===== src/rtl/cdc_cmd_pkg.sv =====
// cdc_cmd_pkg
//   Shared constants for the usb_cdc command responder: protocol opcodes,
//   response codes, the identification address and the FSM state encoding.
package cdc_cmd_pkg;

    // Host opcodes
    localparam logic [7:0] CMD_WR  = 8'h57;  // 'W' addr data
    localparam logic [7:0] CMD_RD  = 8'h52;  // 'R' addr

    // Device responses
    localparam logic [7:0] RSP_ACK = 8'h06;
    localparam logic [7:0] RSP_NAK = 8'h15;

    // Reading this address returns the block identification byte
    localparam logic [7:0] ADDR_ID = 8'hFF;

    typedef enum logic [2:0] {
        ST_IDLE       = 3'd0,
        ST_GET_ADDR_W = 3'd1,
        ST_GET_ADDR_R = 3'd2,
        ST_GET_DATA   = 3'd3,
        ST_RESP       = 3'd4
    } state_e;

endpackage


===== src/rtl/cdc_cmd_responder.sv =====
// cdc_cmd_responder
//   Application-side responder for the usb_cdc byte stream. Decodes
//   'W' addr data (write) and 'R' addr (read) commands from the OUT stream
//   and returns one response byte per command on the IN stream. Drives a
//   bank of N_REGS host-writable 8-bit registers.
//
// Ports
//   clk_i        single clock (usb_cdc app domain)
//   rstn_i       asynchronous active-low reset
//   out_data_i   host->device byte        out_valid_i / out_ready_o
//   in_data_o    device->host response    in_valid_o  / in_ready_i
//   regs_o       register bank, reg k at [8k+7:8k]
//   wr_stb_o     one-hot one-cycle pulse on a register write
//
// Handshake: on both streams a byte transfers at a rising clk_i edge where
// valid and ready are both high; the sender holds data stable while valid
// is high and ready is low. out_ready_o and in_valid_o are never both high.
//
// Build option
//   CMD_TIMEOUT_EN : when defined, a partial command that sees no byte for
//                    TIMEOUT_CYCLES cycles is silently dropped (back to IDLE,
//                    no response, no write). When undefined, a partial
//                    command waits indefinitely.
module cdc_cmd_responder
    import cdc_cmd_pkg::*;
#(
    parameter int         N_REGS  = 4,
    parameter logic [7:0] ID_BYTE = 8'hC5
`ifdef CMD_TIMEOUT_EN
    ,
    parameter int unsigned TIMEOUT_CYCLES = 32'd4800000
`endif
) (
    input  logic                  clk_i,
    input  logic                  rstn_i,
    input  logic [7:0]            out_data_i,
    input  logic                  out_valid_i,
    output logic                  out_ready_o,
    output logic [7:0]            in_data_o,
    output logic                  in_valid_o,
    input  logic                  in_ready_i,
    output logic [8*N_REGS-1:0]   regs_o,
    output logic [N_REGS-1:0]     wr_stb_o
);

    // Full 8-bit address compare: no truncation to the register index width
    localparam logic [7:0] N_REGS_B = 8'(N_REGS);

    state_e                state_q, state_d;
    logic [7:0]            addr_q, addr_d;
    logic [7:0]            rsp_q, rsp_d;
    logic [8*N_REGS-1:0]   regs_q, regs_d;
    logic [N_REGS-1:0]     wr_stb_q, wr_stb_d;
    logic                  out_ready_q;
    logic                  in_valid_q;

    logic                  out_acc;
    logic                  in_acc;
    logic                  in_cmd;
    logic [7:0]            rd_val;

    assign out_acc = out_valid_i && out_ready_q;
    assign in_acc  = in_valid_q && in_ready_i;
    assign in_cmd  = (state_q == ST_GET_ADDR_W) || (state_q == ST_GET_ADDR_R) ||
                     (state_q == ST_GET_DATA);

`ifdef CMD_TIMEOUT_EN
    localparam int TMO_W = (TIMEOUT_CYCLES > 1) ? $clog2(TIMEOUT_CYCLES) : 1;
    localparam logic [TMO_W-1:0] TMO_LAST = TMO_W'(TIMEOUT_CYCLES - 1);

    logic [TMO_W-1:0] tmo_q, tmo_d;
    logic             tmo_hit;

    // Only counts while a command is partially received and no byte arrives
    assign tmo_hit = in_cmd && !out_acc && (tmo_q == TMO_LAST);
    assign tmo_d   = (in_cmd && !out_acc && !tmo_hit) ? tmo_q + 1'b1 : '0;

    always_ff @(posedge clk_i or negedge rstn_i) begin
        if (!rstn_i) begin
            tmo_q <= '0;
        end else begin
            tmo_q <= tmo_d;
        end
    end
`endif

    // Response for a read of the byte currently on out_data_i
    always_comb begin
        rd_val = (out_data_i == ADDR_ID) ? ID_BYTE : RSP_NAK;
        for (int k = 0; k < N_REGS; k++) begin
            if (out_data_i == 8'(k)) begin
                rd_val = regs_q[8*k +: 8];
            end
        end
    end

    always_comb begin
        state_d  = state_q;
        addr_d   = addr_q;
        rsp_d    = rsp_q;
        regs_d   = regs_q;
        wr_stb_d = '0;

        case (state_q)
            ST_IDLE: begin
                if (out_acc) begin
                    if (out_data_i == CMD_WR) begin
                        state_d = ST_GET_ADDR_W;
                    end else if (out_data_i == CMD_RD) begin
                        state_d = ST_GET_ADDR_R;
                    end else begin
                        rsp_d   = RSP_NAK;
                        state_d = ST_RESP;
                    end
                end
            end
            ST_GET_ADDR_W: begin
                if (out_acc) begin
                    addr_d  = out_data_i;
                    state_d = ST_GET_DATA;
                end
            end
            ST_GET_ADDR_R: begin
                if (out_acc) begin
                    rsp_d   = rd_val;
                    state_d = ST_RESP;
                end
            end
            ST_GET_DATA: begin
                if (out_acc) begin
                    rsp_d   = (addr_q < N_REGS_B) ? RSP_ACK : RSP_NAK;
                    state_d = ST_RESP;
                    for (int k = 0; k < N_REGS; k++) begin
                        if (addr_q == 8'(k)) begin
                            regs_d[8*k +: 8] = out_data_i;
                            wr_stb_d[k]      = 1'b1;
                        end
                    end
                end
            end
            ST_RESP: begin
                if (in_acc) begin
                    state_d = ST_IDLE;
                end
            end
            default: begin
                state_d = ST_IDLE;
            end
        endcase

`ifdef CMD_TIMEOUT_EN
        if (tmo_hit) begin
            state_d = ST_IDLE;
        end
`endif
    end

    always_ff @(posedge clk_i or negedge rstn_i) begin
        if (!rstn_i) begin
            state_q     <= ST_IDLE;
            addr_q      <= '0;
            rsp_q       <= '0;
            regs_q      <= '0;
            wr_stb_q    <= '0;
            out_ready_q <= 1'b0;
            in_valid_q  <= 1'b0;
        end else begin
            state_q     <= state_d;
            addr_q      <= addr_d;
            rsp_q       <= rsp_d;
            regs_q      <= regs_d;
            wr_stb_q    <= wr_stb_d;
            // Registered handshake flags derived from the next state
            out_ready_q <= (state_d != ST_RESP);
            in_valid_q  <= (state_d == ST_RESP);
        end
    end

    assign out_ready_o = out_ready_q;
    assign in_valid_o  = in_valid_q;
    assign in_data_o   = rsp_q;
    assign regs_o      = regs_q;
    assign wr_stb_o    = wr_stb_q;

endmodule


===== config.mk =====
export PLATFORM = sky130hd
export DESIGN_NAME = cdc_cmd_responder
export DESIGN_NICKNAME = d
export VERILOG_FILES = /design/src/rtl/cdc_cmd_pkg.sv /design/src/rtl/cdc_cmd_responder.sv
export SDC_FILE = /design/constraint.sdc
export NUM_CORES = 1
export LEC_CHECK = 0
export CORE_ASPECT_RATIO = 0.6
export CORE_MARGIN = 3
export CORE_UTILIZATION = 42
export CTS_BUF_LIST = sky130_fd_sc_hd__clkbuf_4
export DETAILED_ROUTE_END_ITERATION = 6
export PLACE_DENSITY = 0.71
export SLEW_MARGIN = 10
export SYNTH_ARGS = -nofsm -noshare
export SYNTH_HDL_FRONTEND = slang
export SYNTH_SLANG_ARGS = --single-unit

===== constraint.sdc =====
create_clock -name clk_i -period 1.9 [get_ports clk_i]
set_input_delay 0.38 -clock clk_i [delete_from_list [all_inputs] [get_ports clk_i]]
set_output_delay 0.38 -clock clk_i [all_outputs]
set_load 0.01 [all_outputs]

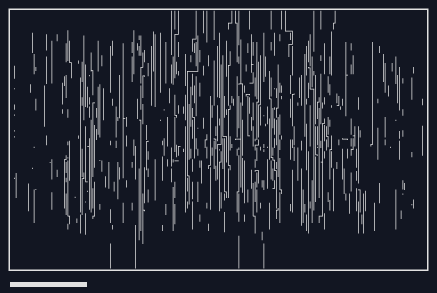
(images/met2.png)
Bar = 20 µm.
longest straight run: 34.7 µm
main direction: vertical
share of all routed wire: 40%
nets with wire on the layer: 286
wire length on this layer: 2870 µm

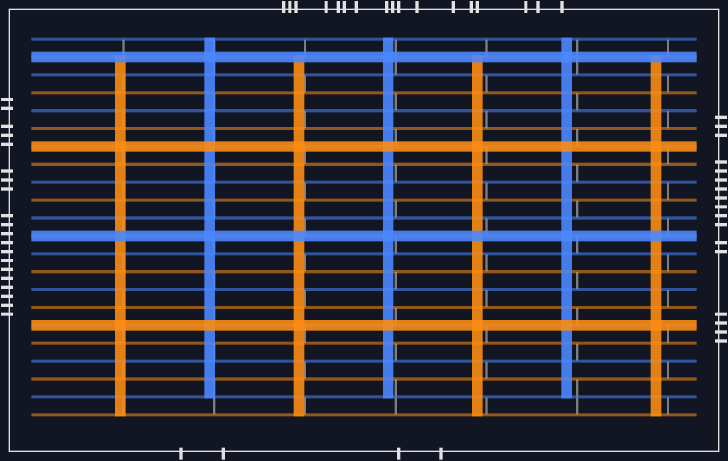
(images/pdn.png)
Pins as bars on the die edge. Tap cells in gray.
[VDD] blue
[VSS] orange
met5 straps: 4
tap cells: 80

==> metrics.log <==
[metrics] run summary
[metrics] cell total in the yosys stat output: 197
[metrics] count of warning messages emitted by the tools: 28
[metrics] area fraction in full adders, half adders and majority gates: 0%
[metrics] worst-margin pin slew: between 0.5 and 0.6 ns
[metrics] sum of buffers and inverters on the critical path: 1
[metrics] relative slew slack: 64.0%
[metrics] leading cell types by total area after synthesis: sky130_fd_sc_hd__dfrtp_1 (55%), sky130_fd_sc_hd__mux2_2 (18%), sky130_fd_sc_hd__mux4_2 (3.5%)
[metrics] Reg-to-Reg End: regs_o[9]
[metrics] run status: completed
[metrics] worst slack on hold paths: 0.496 ns
[metrics] CTS tree: done
[metrics] met3 wire len: around 530 µm
[metrics] number of distinct standard cells referenced by the synthesized netlist: about 40
[metrics] Register-to-Register Path Depth: 5
[metrics] top layer in use: met4
[metrics] multi-input gates: 130
[metrics] count of non-CTS buffers in the layout: 103
[metrics] final antenna-violating net count: 0
[metrics] n_taps: 80
[metrics] number of violations of the max-capacitance limit: 0
[metrics] RSZ-0062 raised after global routing: yes
[metrics] MI comb area: between 0.001 and 0.0015 mm²
[metrics] routed len/inst: roughly 18 µm
[metrics] chip area line of the yosys report: ~0.0026 mm²
[metrics] maximum operating frequency: 527 MHz
[metrics] FF-to-FF Start: addr_q[2]
[metrics] cell repeated most along the worst path: sky130_fd_sc_hd__nor4b_4
[metrics] flop share of the area: approximately 37%
[metrics] Setup violations, final: 0
[metrics] Internal: a little under 0.002 W
[metrics] routed wire length: 7160 µm
[metrics] multiplexer share of the synthesized area: 21.6%
[metrics] family with the most delay on the worst path: simple AND/OR/NAND/NOR gates
[metrics] CP max-delay cell: sky130_fd_sc_hd__dfrtp_1
[metrics] share of the synthesized netlist area taken by xor and xnor gates: 0.336%
[metrics] reg2reg setup slack: 0.004 ns
[metrics] Basic Gates by Area: 15.2%
[metrics] global-route met2 utilization: 28.2%
[metrics] reported sequential group power: 0.00134 W
[metrics] share of synthesized area occupied by flip-flops and latches: between 50% and 60%
[metrics] number of diodes added for antenna fixing: 0
Power and IR drop assume default switching activity.
